==> src/rtl/spi_follower.sv <==
// SPI follower endpoint: the pins are oversampled in the clk domain and frames of 8/16/24/32 bits are shifted MSB-first.
// Optional macro SPI_FOLLOWER_ECHO_EN: on a tx underrun, the previous rx_data is sent back instead of zeros.
module spi_follower #(
  parameter int SYNC_STAGES = 2,
  parameter int MAX_BITS    = 32
) (
  input  logic                clk,
  input  logic                rst,
  input  logic [7:0]          cfg,
  input  logic                ext_clk,
  input  logic                cs,
  input  logic                in,
  output logic                out,
  output logic                out_oe,
  input  logic [MAX_BITS-1:0] tx_data,
  input  logic                tx_valid,
  output logic                tx_ready,
  output logic [MAX_BITS-1:0] rx_data,
  output logic                rx_valid,
  output logic                tx_underrun,
  output logic                frame_abort
);
  localparam int CW = $clog2(MAX_BITS + 1);

  typedef enum logic [1:0] {IDLE, ACTIVE, DONE, HOLD} state_t;

  function automatic logic [CW-1:0] frame_bits(input logic [1:0] len);
    int unsigned n;
    n = 8 * (int'(len) + 1);
    if (n > MAX_BITS) n = MAX_BITS;
    return CW'(n);
  endfunction

  logic [SYNC_STAGES-1:0] sclk_reg, scs_reg, sin_reg;
  logic                   sclk_prev_reg, scs_prev_reg;
  logic [SYNC_STAGES:0]   fill_reg;
  logic                   armed_reg;

  state_t                 state_reg;
  logic                   cpol_reg, cpha_reg;
  logic [CW-1:0]          nbits_reg, count_reg;
  logic [MAX_BITS-1:0]    tx_shift_reg, rx_shift_reg;

  logic                   cfg_unused;
  assign cfg_unused = ^{cfg[7], cfg[2:0]};

  // fill_reg tracks when the chains hold real pin history, so a cs held low
  // through reset is never mistaken for a fresh falling edge.
  always_ff @(posedge clk) begin
    if (rst) begin
      sclk_reg      <= {SYNC_STAGES{cfg[4]}};
      scs_reg       <= '1;
      sin_reg       <= '0;
      sclk_prev_reg <= cfg[4];
      scs_prev_reg  <= 1'b1;
      fill_reg      <= '0;
      armed_reg     <= 1'b0;
    end else begin
      sclk_reg      <= {sclk_reg[SYNC_STAGES-2:0], ext_clk};
      scs_reg       <= {scs_reg[SYNC_STAGES-2:0], cs};
      sin_reg       <= {sin_reg[SYNC_STAGES-2:0], in};
      sclk_prev_reg <= sclk_reg[SYNC_STAGES-1];
      scs_prev_reg  <= scs_reg[SYNC_STAGES-1];
      fill_reg      <= {fill_reg[SYNC_STAGES-1:0], 1'b1};
      armed_reg     <= armed_reg | (fill_reg[SYNC_STAGES] & scs_reg[SYNC_STAGES-1]);
    end
  end

  logic                clk_s, cs_s, in_s;
  logic                clk_edge, lead_edge, trail_edge, sample_edge, shift_edge;
  logic                cs_fall, cs_rise;
  logic [CW-1:0]       new_nbits, count_next;
  logic [MAX_BITS-1:0] underrun_word, load_word, load_aligned, rx_mask;

  assign clk_s       = sclk_reg[SYNC_STAGES-1];
  assign cs_s        = scs_reg[SYNC_STAGES-1];
  assign in_s        = sin_reg[SYNC_STAGES-1];
  assign clk_edge    = clk_s ^ sclk_prev_reg;
  assign lead_edge   = clk_edge & (sclk_prev_reg == cpol_reg);
  assign trail_edge  = clk_edge & (sclk_prev_reg != cpol_reg);
  assign sample_edge = cpha_reg ? trail_edge : lead_edge;
  assign shift_edge  = cpha_reg ? lead_edge : trail_edge;
  assign cs_fall     = armed_reg & scs_prev_reg & ~cs_s;
  assign cs_rise     = ~scs_prev_reg & cs_s;
  assign new_nbits   = frame_bits(cfg[6:5]);
  assign count_next  = count_reg + CW'(1);

`ifdef SPI_FOLLOWER_ECHO_EN
  assign underrun_word = rx_data;
`else
  assign underrun_word = '0;
`endif

  // The tx word is left-aligned so the outgoing bit is always the shifter MSB.
  assign load_word    = tx_valid ? tx_data : underrun_word;
  assign load_aligned = load_word << (CW'(MAX_BITS) - new_nbits);
  assign rx_mask      = {MAX_BITS{1'b1}} >> (CW'(MAX_BITS) - nbits_reg);

  always_ff @(posedge clk) begin
    if (rst) begin
      state_reg    <= IDLE;
      out          <= 1'b0;
      out_oe       <= 1'b0;
      tx_ready     <= 1'b0;
      rx_data      <= '0;
      rx_valid     <= 1'b0;
      tx_underrun  <= 1'b0;
      frame_abort  <= 1'b0;
      cpol_reg     <= 1'b0;
      cpha_reg     <= 1'b0;
      nbits_reg    <= CW'(MAX_BITS);
      count_reg    <= '0;
      tx_shift_reg <= '0;
      rx_shift_reg <= '0;
    end else begin
      tx_ready    <= 1'b0;
      rx_valid    <= 1'b0;
      tx_underrun <= 1'b0;
      frame_abort <= 1'b0;
      unique case (state_reg)
        IDLE: begin
          out_oe <= 1'b0;
          if (cs_fall) begin
            cpol_reg     <= cfg[4];
            cpha_reg     <= cfg[3];
            nbits_reg    <= new_nbits;
            count_reg    <= '0;
            rx_shift_reg <= '0;
            tx_ready     <= tx_valid;
            tx_underrun  <= ~tx_valid;
            out_oe       <= 1'b1;
            state_reg    <= ACTIVE;
            if (!cfg[3]) begin
              out          <= load_aligned[MAX_BITS-1];
              tx_shift_reg <= load_aligned << 1;
            end else begin
              out          <= 1'b0;
              tx_shift_reg <= load_aligned;
            end
          end
        end
        ACTIVE: begin
          if (cs_rise) begin
            frame_abort <= 1'b1;
            out_oe      <= 1'b0;
            state_reg   <= IDLE;
          end else if (sample_edge) begin
            rx_shift_reg <= {rx_shift_reg[MAX_BITS-2:0], in_s};
            count_reg    <= count_next;
            if (count_next == nbits_reg) state_reg <= DONE;
          end else if (shift_edge) begin
            out          <= tx_shift_reg[MAX_BITS-1];
            tx_shift_reg <= tx_shift_reg << 1;
          end
        end
        DONE: begin
          rx_data   <= rx_shift_reg & rx_mask;
          rx_valid  <= 1'b1;
          state_reg <= HOLD;
        end
        HOLD: begin
          // Level test also catches a cs rise that landed during DONE.
          if (cs_s) begin
            out_oe    <= 1'b0;
            state_reg <= IDLE;
          end
        end
        default: state_reg <= IDLE;
      endcase
    end
  end
endmodule

==> config.mk <==
export PLATFORM = sky130hd
export DESIGN_NAME = spi_follower
export DESIGN_NICKNAME = d
export VERILOG_FILES = /design/src/rtl/spi_follower.sv
export SDC_FILE = /design/constraint.sdc
export NUM_CORES = 1
export LEC_CHECK = 0
export CORE_MARGIN = 2
export CORE_UTILIZATION = 49
export CTS_CLUSTER_SIZE = 14
export DETAILED_ROUTE_END_ITERATION = 16
export PLACE_DENSITY = 0.8
export SLEW_MARGIN = 40
export SYNTH_ARGS = -nofsm -noshare
export SYNTH_HDL_FRONTEND = slang
export SYNTH_SLANG_ARGS = --single-unit
==> constraint.sdc <==
create_clock -name clk -period 1.75 [get_ports clk]
set_input_delay 0.2625 -clock clk [delete_from_list [all_inputs] [get_ports clk]]
set_output_delay 0.2625 -clock clk [all_outputs]
set_load 0.005 [all_outputs]
==> tab_implementation.tex, run 1 <==
% Table of physical implementation metrics
\begin{tabular}{lr}
\hline
Metric & Value \\
\hline
\multicolumn{2}{l}{\textbf{Outcome}} \\
\quad Status & finished with violations \\
\quad Failing checks & setup timing \\
\multicolumn{2}{l}{\textbf{GRT}} \\
\quad Met2 track utilization from global routing & 45.1\% \\
\multicolumn{2}{l}{\textbf{STA}} \\
\quad Post-layout period usage of the worst path & 100\% \\
\quad Sum Neg Setup Slack & -0.00244 ns \\
\quad Worst max-slew margin expressed relative to the limit & between 70\% and 80\% \\
\quad Worst clock skew on the final layout & 0.0146 ns \\
\quad Final Hold Violating Endpoints & 0 \\
\quad Count of endpoints failing setup in the final report & 1 \\
\quad Crit path setup slack, layout & -0.00244 ns \\
\multicolumn{2}{l}{\textbf{Clocking}} \\
\quad Clock tree root driver cell & clkbuf\_16 \\
\quad Number of hold buffers added after CTS & 0 \\
\quad Resize count post-CTS & 30 \\
\quad Buffer count from post-CTS setup fixing & 5 \\
\multicolumn{2}{l}{\textbf{Power and ir drop}} \\
\quad Top power group & the clock network \\
\quad Power drawn by the combinational cells & a little under 800 µW \\
\quad Total net switching power & around 1700 µW \\
\quad Switching share of total power & around a quarter \\
\multicolumn{2}{l}{\textbf{Synthesis}} \\
\quad Xor/xnor share of the synthesized area & between 2 and 2.5\% \\
\quad Ranking of synthesized cells by area & dfxtp\_1, a22oi\_1, a22o\_1 \\
\quad Count leader, synth & dfxtp\_1 \\
\quad Library cell with the largest summed area after synthesis & dfxtp\_1 \\
\multicolumn{2}{l}{\textbf{Worst setup path}} \\
\quad Worst Reg-to-Reg Cells & 7 \\
\quad CP delay by family, top & AND-OR/OR-AND gates \\
\quad Slowest Stage Delay on Critical Path & approximately 0.36 ns \\
\quad Critical path destination & tx\_shift\_reg[24]\$\_SDFFE\_PP0P\_ \\
\multicolumn{2}{l}{\textbf{Drt}} \\
\quad Total met3 wirelength after detailed routing & around 1100 µm \\
\quad Met2 WL & around 9000 µm \\
\multicolumn{2}{l}{\textbf{Final layout}} \\
\quad Layout non-clock buf frac & about 20\% \\
\quad Count of inverters other than clock inverters in the layout & 13 \\
\quad Ratio of cells with drive above 1 in the final layout & between 20\% and 30\% \\
\quad Final core utilization & 71.6\% \\
\multicolumn{2}{l}{\textbf{Hold path}} \\
\quad Class of the tightest hold or removal check & input pin to flop \\
\multicolumn{2}{l}{\textbf{Floorplanning}} \\
\quad Die X-Extent & 111 µm \\
\quad Chip area & around 12000 µm² \\
\multicolumn{2}{l}{\textbf{Place}} \\
\quad Cells after DPL & 829 \\
\hline
\end{tabular}
Fig. 1: run 1, register map, names as in the netlist
Other sequential cells in the stronger grey, the rest of the logic in the fainter grey.
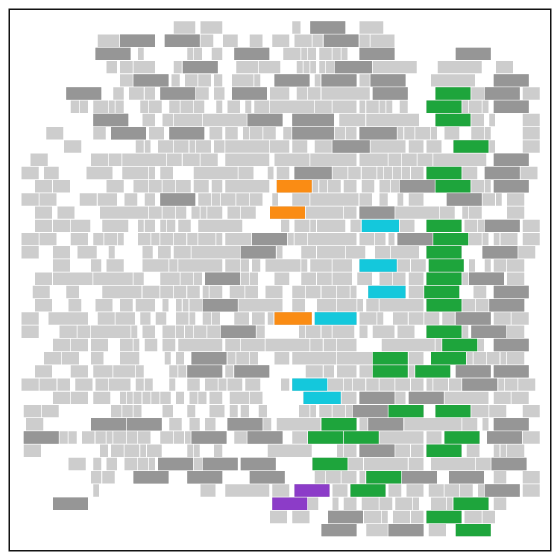
name in the netlist	colour	placed flops
rx_shift_reg	green	32
sin_reg	purple	2
nbits_reg	orange	3
count_reg	cyan	6

Fig. 2: run 1, logic cells by family
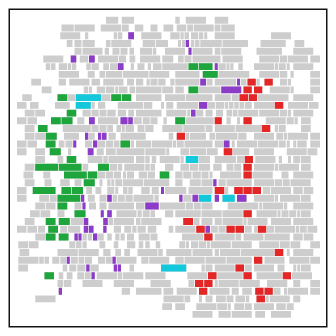
family	colour	cells
non-inverting ao/oa cells	red	38
mux cells	green	36
nand cells	purple	50
fa/ha/maj cells	cyan	6
most instantiated logic cell after routing: dfxtp_1
logic share of the area: 37.9%

Fig. 3: run 1, met2 routing
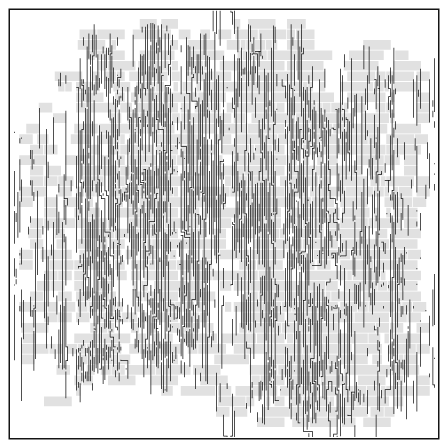
main direction	vertical
longest straight run	56.8 µm
nets with wire on the layer	685
share of all routed wire	51%
wire length on this layer	8880 µm

Fig. 4: run 1, M3 wires
Bar = 20 µm.
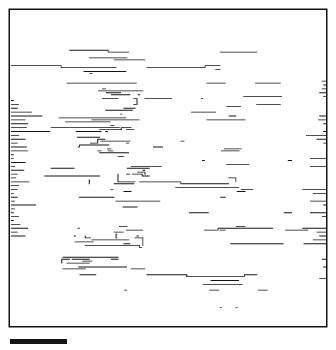

==> run 2: changes to the inputs <==
--- a/config.mk
+++ b/config.mk
@@ -5,11 +5,13 @@
 export SDC_FILE = /design/constraint.sdc
 export NUM_CORES = 1
 export LEC_CHECK = 0
+export CORE_ASPECT_RATIO = 0.9
 export CORE_MARGIN = 2
 export CORE_UTILIZATION = 49
 export CTS_CLUSTER_SIZE = 14
 export DETAILED_ROUTE_END_ITERATION = 16
-export PLACE_DENSITY = 0.8
+export PLACE_DENSITY = 0.77
+export SKIP_LAST_GASP = 1
 export SLEW_MARGIN = 40
 export SYNTH_ARGS = -nofsm -noshare
 export SYNTH_HDL_FRONTEND = slang
==> constraint.sdc (replaced) <==
create_clock -name clk -period 1.7 [get_ports clk]
set_input_delay 0.255 -clock clk [delete_from_list [all_inputs] [get_ports clk]]
set_output_delay 0.255 -clock clk [all_outputs]
set_load 0.005 [all_outputs]
Fig. 5: run 2, M3 wires
Bar = 20 µm.
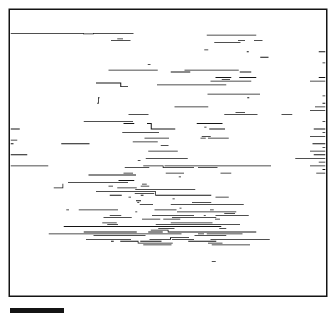
wire length on this layer	1290 µm
nets with wire on the layer	103
met3 demand-to-capacity share in global routing: 6.04%
Total Routed Length: 17300 µm
via count of the routed design: 5389

==> tab_implementation.tex, run 2 <==
% Table of physical implementation metrics
\begin{tabular}{lr}
\hline
Metric & Value \\
\hline
\multicolumn{2}{l}{\textbf{Outcome}} \\
\quad Failing checks & setup timing \\
\quad Status & finished with violations \\
\multicolumn{2}{l}{\textbf{Clocking}} \\
\quad Clock tree root driver cell & clkbuf\_16 \\
\quad Resize count post-CTS & 38 \\
\quad Number of hold buffers added after CTS & 0 \\
\quad Buffer count from post-CTS setup fixing & 15 \\
\multicolumn{2}{l}{\textbf{Final layout}} \\
\quad Ratio of cells with drive above 1 in the final layout & between 20\% and 30\% \\
\quad Most instantiated logic cell after routing & dfxtp\_1 \\
\quad Layout non-clock buf frac & 21.5\% \\
\quad Logic share of the area & around 36\% \\
\multicolumn{2}{l}{\textbf{Power and ir drop}} \\
\quad Power drawn by the combinational cells & roughly 820 µW \\
\quad Top power group & the clock network \\
\quad Switching share of total power & about a quarter \\
\multicolumn{2}{l}{\textbf{Synthesis}} \\
\quad Ranking of synthesized cells by area & dfxtp\_1, a22oi\_1, a22o\_1 \\
\quad Xor/xnor share of the synthesized area & 2.01\% \\
\quad Count leader, synth & dfxtp\_1 \\
\quad Library cell with the largest summed area after synthesis & dfxtp\_1 \\
\multicolumn{2}{l}{\textbf{STA}} \\
\quad Worst clock skew on the final layout & between 0.008 and 0.009 ns \\
\quad Sum Neg Setup Slack & -7.96 ns \\
\quad Final Hold Violating Endpoints & 0 \\
\quad Worst max-slew margin expressed relative to the limit & between 40\% and 50\% \\
\quad Count of endpoints failing setup in the final report & roughly 72 \\
\quad Crit path setup slack, layout & -0.178 ns \\
\multicolumn{2}{l}{\textbf{GRT}} \\
\quad Met2 track utilization from global routing & roughly 44\% \\
\multicolumn{2}{l}{\textbf{Drt}} \\
\quad Total met3 wirelength after detailed routing & roughly 1300 µm \\
\multicolumn{2}{l}{\textbf{Place}} \\
\quad Cells after DPL & 836 \\
\multicolumn{2}{l}{\textbf{Worst setup path}} \\
\quad Slowest Stage Delay on Critical Path & around 0.33 ns \\
\quad CP delay by family, top & AND-OR/OR-AND gates \\
\multicolumn{2}{l}{\textbf{Floorplanning}} \\
\quad Die X-Extent & $\sim$120 µm \\
\hline
\end{tabular}
Fig. 6: run 2, met2 routing
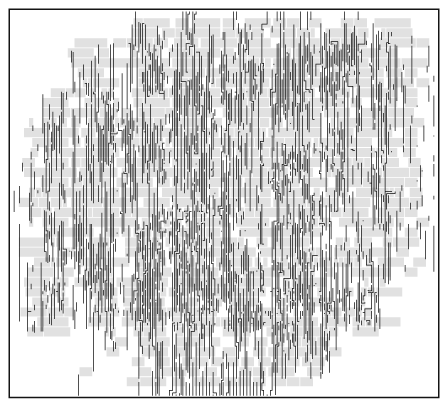
wire length on this layer	8250 µm
share of all routed wire	48%
nets with wire on the layer	700
longest straight run	37.7 µm
main direction	vertical

Power and IR drop assume default switching activity.
